==> config.mk <==
export PLATFORM = sky130hd
export DESIGN_NAME = icache_refill_ctrl
export DESIGN_NICKNAME = d
export VERILOG_FILES = /design/src/rtl/icache_refill_ctrl_pkg.sv /design/src/rtl/icache_refill_ctrl.sv
export SDC_FILE = /design/constraint.sdc
export NUM_CORES = 1
export LEC_CHECK = 0
export ABC_AREA = 1
export CAP_MARGIN = 25
export CORE_UTILIZATION = 36
export CTS_CLUSTER_SIZE = 28
export DETAILED_ROUTE_END_ITERATION = 6
export PLACE_DENSITY = 0.82
export SYNTH_ARGS = -nofsm -noshare
export SYNTH_HDL_FRONTEND = slang
export SYNTH_SLANG_ARGS = --single-unit
==> constraint.sdc <==
create_clock -name Clk -period 1.37 [get_ports Clk]
set_clock_uncertainty 0.05 [all_clocks]
set_input_delay 0.274 -clock Clk [delete_from_list [all_inputs] [get_ports Clk]]
set_output_delay 0.274 -clock Clk [all_outputs]
set_load 0.1 [all_outputs]
==> src/rtl/icache_refill_ctrl_pkg.sv <==
// Shared definitions for the I-cache refill controller.
//   - default geometry (address width, word width, words per line)
//   - refill FSM state encoding
package icache_refill_ctrl_pkg;

  localparam int DEF_ADDR_W     = 32;
  localparam int DEF_DATA_W     = 32;
  localparam int DEF_LINE_WORDS = 4;

  typedef enum logic [1:0] {
    ST_IDLE  = 2'd0,
    ST_FETCH = 2'd1,
    ST_DONE  = 2'd2
  } refill_state_t;

endpackage

==> src/rtl/icache_refill_ctrl.sv <==
// I-cache line refill controller.
// On a miss, captures the line base address and reads LINE_WORDS words from
// backing memory one request at a time, writing each returned word into the
// cache data array. Finishes with a one-cycle done pulse so the cache can set
// tag and valid bit.
// Ports:
//   Clk, Rst         clock, synchronous active-high reset
//   i_miss           miss from the fetch stage
//   i_miss_addr      byte address of the missing fetch
//   o_busy           high while a refill is in progress (FETCH and DONE)
//   o_mem_req        memory read request, held until i_mem_ack
//   o_mem_addr       word-aligned read address
//   i_mem_ack        read data valid
//   i_mem_rdata      read data
//   o_line_we        write strobe to the data array (same cycle as ack)
//   o_line_addr      line base address
//   o_line_word      word slot being written
//   o_line_wdata     word being written
//   o_refill_done    one-cycle completion pulse
module icache_refill_ctrl
  import icache_refill_ctrl_pkg::*;
#(
  parameter int ADDR_W     = DEF_ADDR_W,
  parameter int DATA_W     = DEF_DATA_W,
  parameter int LINE_WORDS = DEF_LINE_WORDS
) (
  input  logic                          Clk,
  input  logic                          Rst,
  input  logic                          i_miss,
  input  logic [ADDR_W-1:0]             i_miss_addr,
  output logic                          o_busy,
  output logic                          o_mem_req,
  output logic [ADDR_W-1:0]             o_mem_addr,
  input  logic                          i_mem_ack,
  input  logic [DATA_W-1:0]             i_mem_rdata,
  output logic                          o_line_we,
  output logic [ADDR_W-1:0]             o_line_addr,
  output logic [$clog2(LINE_WORDS)-1:0] o_line_word,
  output logic [DATA_W-1:0]             o_line_wdata,
  output logic                          o_refill_done
);

  localparam int WORD_W     = $clog2(LINE_WORDS);
  localparam int WORD_BYTES = DATA_W / 8;
  localparam int LINE_BYTES = LINE_WORDS * WORD_BYTES;

  refill_state_t       state;
  logic [ADDR_W-1:0]   base;
  logic [WORD_W-1:0]   cnt;
  logic [WORD_W-1:0]   cnt_inc;
  logic [ADDR_W-1:0]   miss_base;
  logic                last_word;

  // Offset bits of the miss address are cleared to form the line base.
  assign miss_base = i_miss_addr & ~ADDR_W'(LINE_BYTES - 1);
  // Counter is exactly WORD_W bits wide, so the increment wraps to 0 on its own.
  assign cnt_inc   = cnt + 1'b1;
  assign last_word = (cnt == WORD_W'(LINE_WORDS - 1));

  // Data-array write follows the ack combinationally; acks outside FETCH
  // never reach the array.
  assign o_line_we    = (state == ST_FETCH) && i_mem_ack;
  assign o_line_addr  = base;
  assign o_line_word  = cnt;
  assign o_line_wdata = i_mem_rdata;

  always_ff @(posedge Clk) begin
    if (Rst) begin
      state         <= ST_IDLE;
      base          <= '0;
      cnt           <= '0;
      o_busy        <= 1'b0;
      o_mem_req     <= 1'b0;
      o_mem_addr    <= '0;
      o_refill_done <= 1'b0;
    end else begin
      case (state)
        ST_IDLE: begin
          o_refill_done <= 1'b0;
          if (i_miss) begin
            base       <= miss_base;
            cnt        <= '0;
            o_mem_addr <= miss_base;
            o_mem_req  <= 1'b1;
            o_busy     <= 1'b1;
            state      <= ST_FETCH;
          end
        end
        ST_FETCH: begin
          // Miss inputs are not looked at here: a flush never aborts a refill.
          if (i_mem_ack) begin
            cnt <= cnt_inc;
            if (last_word) begin
              o_mem_req     <= 1'b0;
              o_refill_done <= 1'b1;
              state         <= ST_DONE;
            end else begin
              o_mem_addr <= base + ADDR_W'(cnt_inc) * ADDR_W'(WORD_BYTES);
            end
          end
        end
        ST_DONE: begin
          o_refill_done <= 1'b0;
          o_busy        <= 1'b0;
          state         <= ST_IDLE;
        end
        default: begin
          o_refill_done <= 1'b0;
          o_busy        <= 1'b0;
          o_mem_req     <= 1'b0;
          state         <= ST_IDLE;
        end
      endcase
    end
  end

endmodule
congestion.png
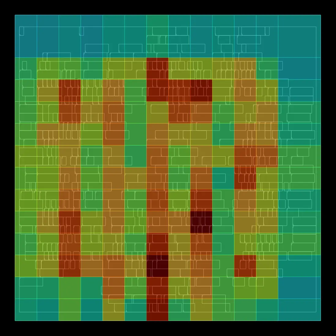
M2 GR Usage: 0.3688
Final Util: 0.6273
GR peak layer: met2
GR Layer Usage met1: 0.2028

layer_met1.png
Scale: 4 px per um. Supply wires on this layer in gray. Cells faint in the background.
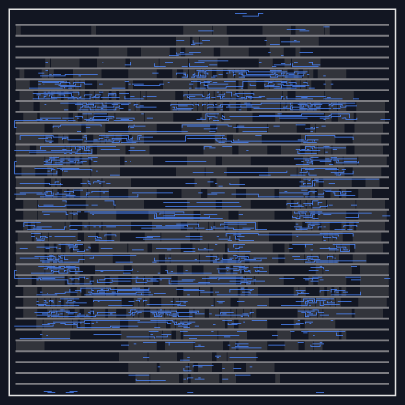
The wires run mostly horizontal. The layer holds 37% of the routed length. The longest straight run is 24.8 um. The layer carries 3260 um of wire. 464 nets have wire on it.

==> routing by layer <==
metal,GRT usage,part of all wire,wire length [um]
met5,0,0,0
met4,0.09577,0.022,195
met3,0.06398,0.070,617
met2,0.3688,0.54,4700
met1,0.2028,0.37,3256
==> tightest hold or removal path: cells and delay by family <==
family	cells	cell delay, ns
AND/OR/NAND/NOR	1	0.11
buffers and inverters	1	0.23
AND-OR/OR-AND	1	0.07
==> area by class of cell <==
cell class,instances,area [um^2]
inverter,18,82.58
multi-input combinational,294,1500
tap,105,131.4
timing repair buffer,128,2044
clock buffer,12,166.4
clock inverter,2,12.51
sequential,65,1320
fill,689,3124
==> sequential cells by signal, indices dropped and copies added (netlist names) <==
signal and count:
o_mem_req 1, o_mem_addr 30, o_busy 1, o_line_addr 28, o_refill_done 1, o_line_word 2
state 2
==> cells in the mapped netlist (all sizes together) <==
cell and count:
nor3 1, conb 1, a31oi 1, a21oi 34, o21ai 35, nor2 66, nand3 28, inv 18
nand2 118, ha 1, buf 53, clkbuf 9, nor4 1, dfxtp 65
==> metrics by stage <==
step	cell area (um^2)	hold slack, ns	TNS (ns)	power [mW]	setup WS (ns)
after floorplan	3267	0.2952	-3.411	4.621	-0.1159
after global placement	4831	0.4203	-12.94	5.237	-0.2753
after detailed placement	4831	0.4251	-15.01	5.292	-0.3493
after CTS	5124	0.3594	-0.2553	6.809	-0.1064
after global routing	5258	0.4136	-2.423	7.110	-0.1671
final	5258	0.3662	-0.6554	6.832	-0.1263
==> kinds of logic (layout without fill, tap and decap cells) <==
group | Yosys count | in the layout
and+or+nand+nor | 214 | 217
buffers and inverters | 80 | 160
AOI/OAI and AO/OA | 70 | 70
DFF | 65 | 65
adders and majority gates | 1 | 1
other | 1 | 6
==> where the power goes <==
group,leakage [nW],switching [mW],internal [mW]
combinational,1.60,1.96,1.11
sequential,0.540,0.215,2.07
clock,0.0895,0.684,0.794
==> worst max path at each step <==
stage / slack (ns) / endpoint / from / cells after the start
3_3_place_gp: -0.28 / o_mem_addr[29] / i_mem_ack / 9
4_1_cts: -0.11 / o_line_we / state[0] / 4
6_report: -0.13 / o_line_we / state[0] / 4
3_5_place_dp: -0.35 / o_line_word[0] / i_mem_ack / 9
2_1_floorplan: -0.12 / o_mem_addr[2] / o_line_word[1] / 6
5_1_grt: -0.17 / o_line_we / state[0] / 4
==> repair_timing <==
action / CTS / global route
buffers inserted: 6 / 4
pin swaps: 10 / 3
gates resized: 9 / 25
setup endpoints to repair: 32 / 40
gates cloned: 2 / 1
==> out/metrics.csv <==
stage,metric,value,unit
run_status,violations,setup timing,
floorplanning,fp_util,0.3811,
finish,diodes,0,
synthesis,synth_warnings,0,
final_timing,rsz0062_at_grt,yes,
hold_path,holdCritPathClass,input pin to flip-flop,
worst_setup_path,arrival,1.17,ns
global_route,track_usage,0.2003,
clock_network,hold_buffers,0,
final_timing,fin_crit,1.496,ns
power_and_ir_drop,leakagePower,2.230,nW
final_timing,worst_slack,-0.1263,ns
clock_network,worstSkewPairLatency,0.33,ns
detailed_routing,avgRoutedWirePerCell,14.05,um
synthesis,ys_seq_share,0.4074,
job,warnings,33,
floorplanning,io_pins,170,
job,drv_cap,0,
worst_setup_path,crit_type,flip-flop to output port,
worst_setup_path,timing.critical_path.to_type,output port,
clock_network,cts_tree,built,
worst_setup_path,slowest_delay,0.35,ns
worst_setup_path,r2r-end,o_mem_addr[16],
clock_network,htree_num_levels,3,
clock_network,cts_root_buf,clkbuf_8,
final_timing,finalSetupViolCount,30,
synthesis,fa_ha_area_frac,0.003917,
synthesis,ys.flops,65,
run_status,outcome,"complete, but fails checks",
synthesis,yosysTopAreaCell,dfxtp_1,
Power is estimated from default activity; no workload was simulated.
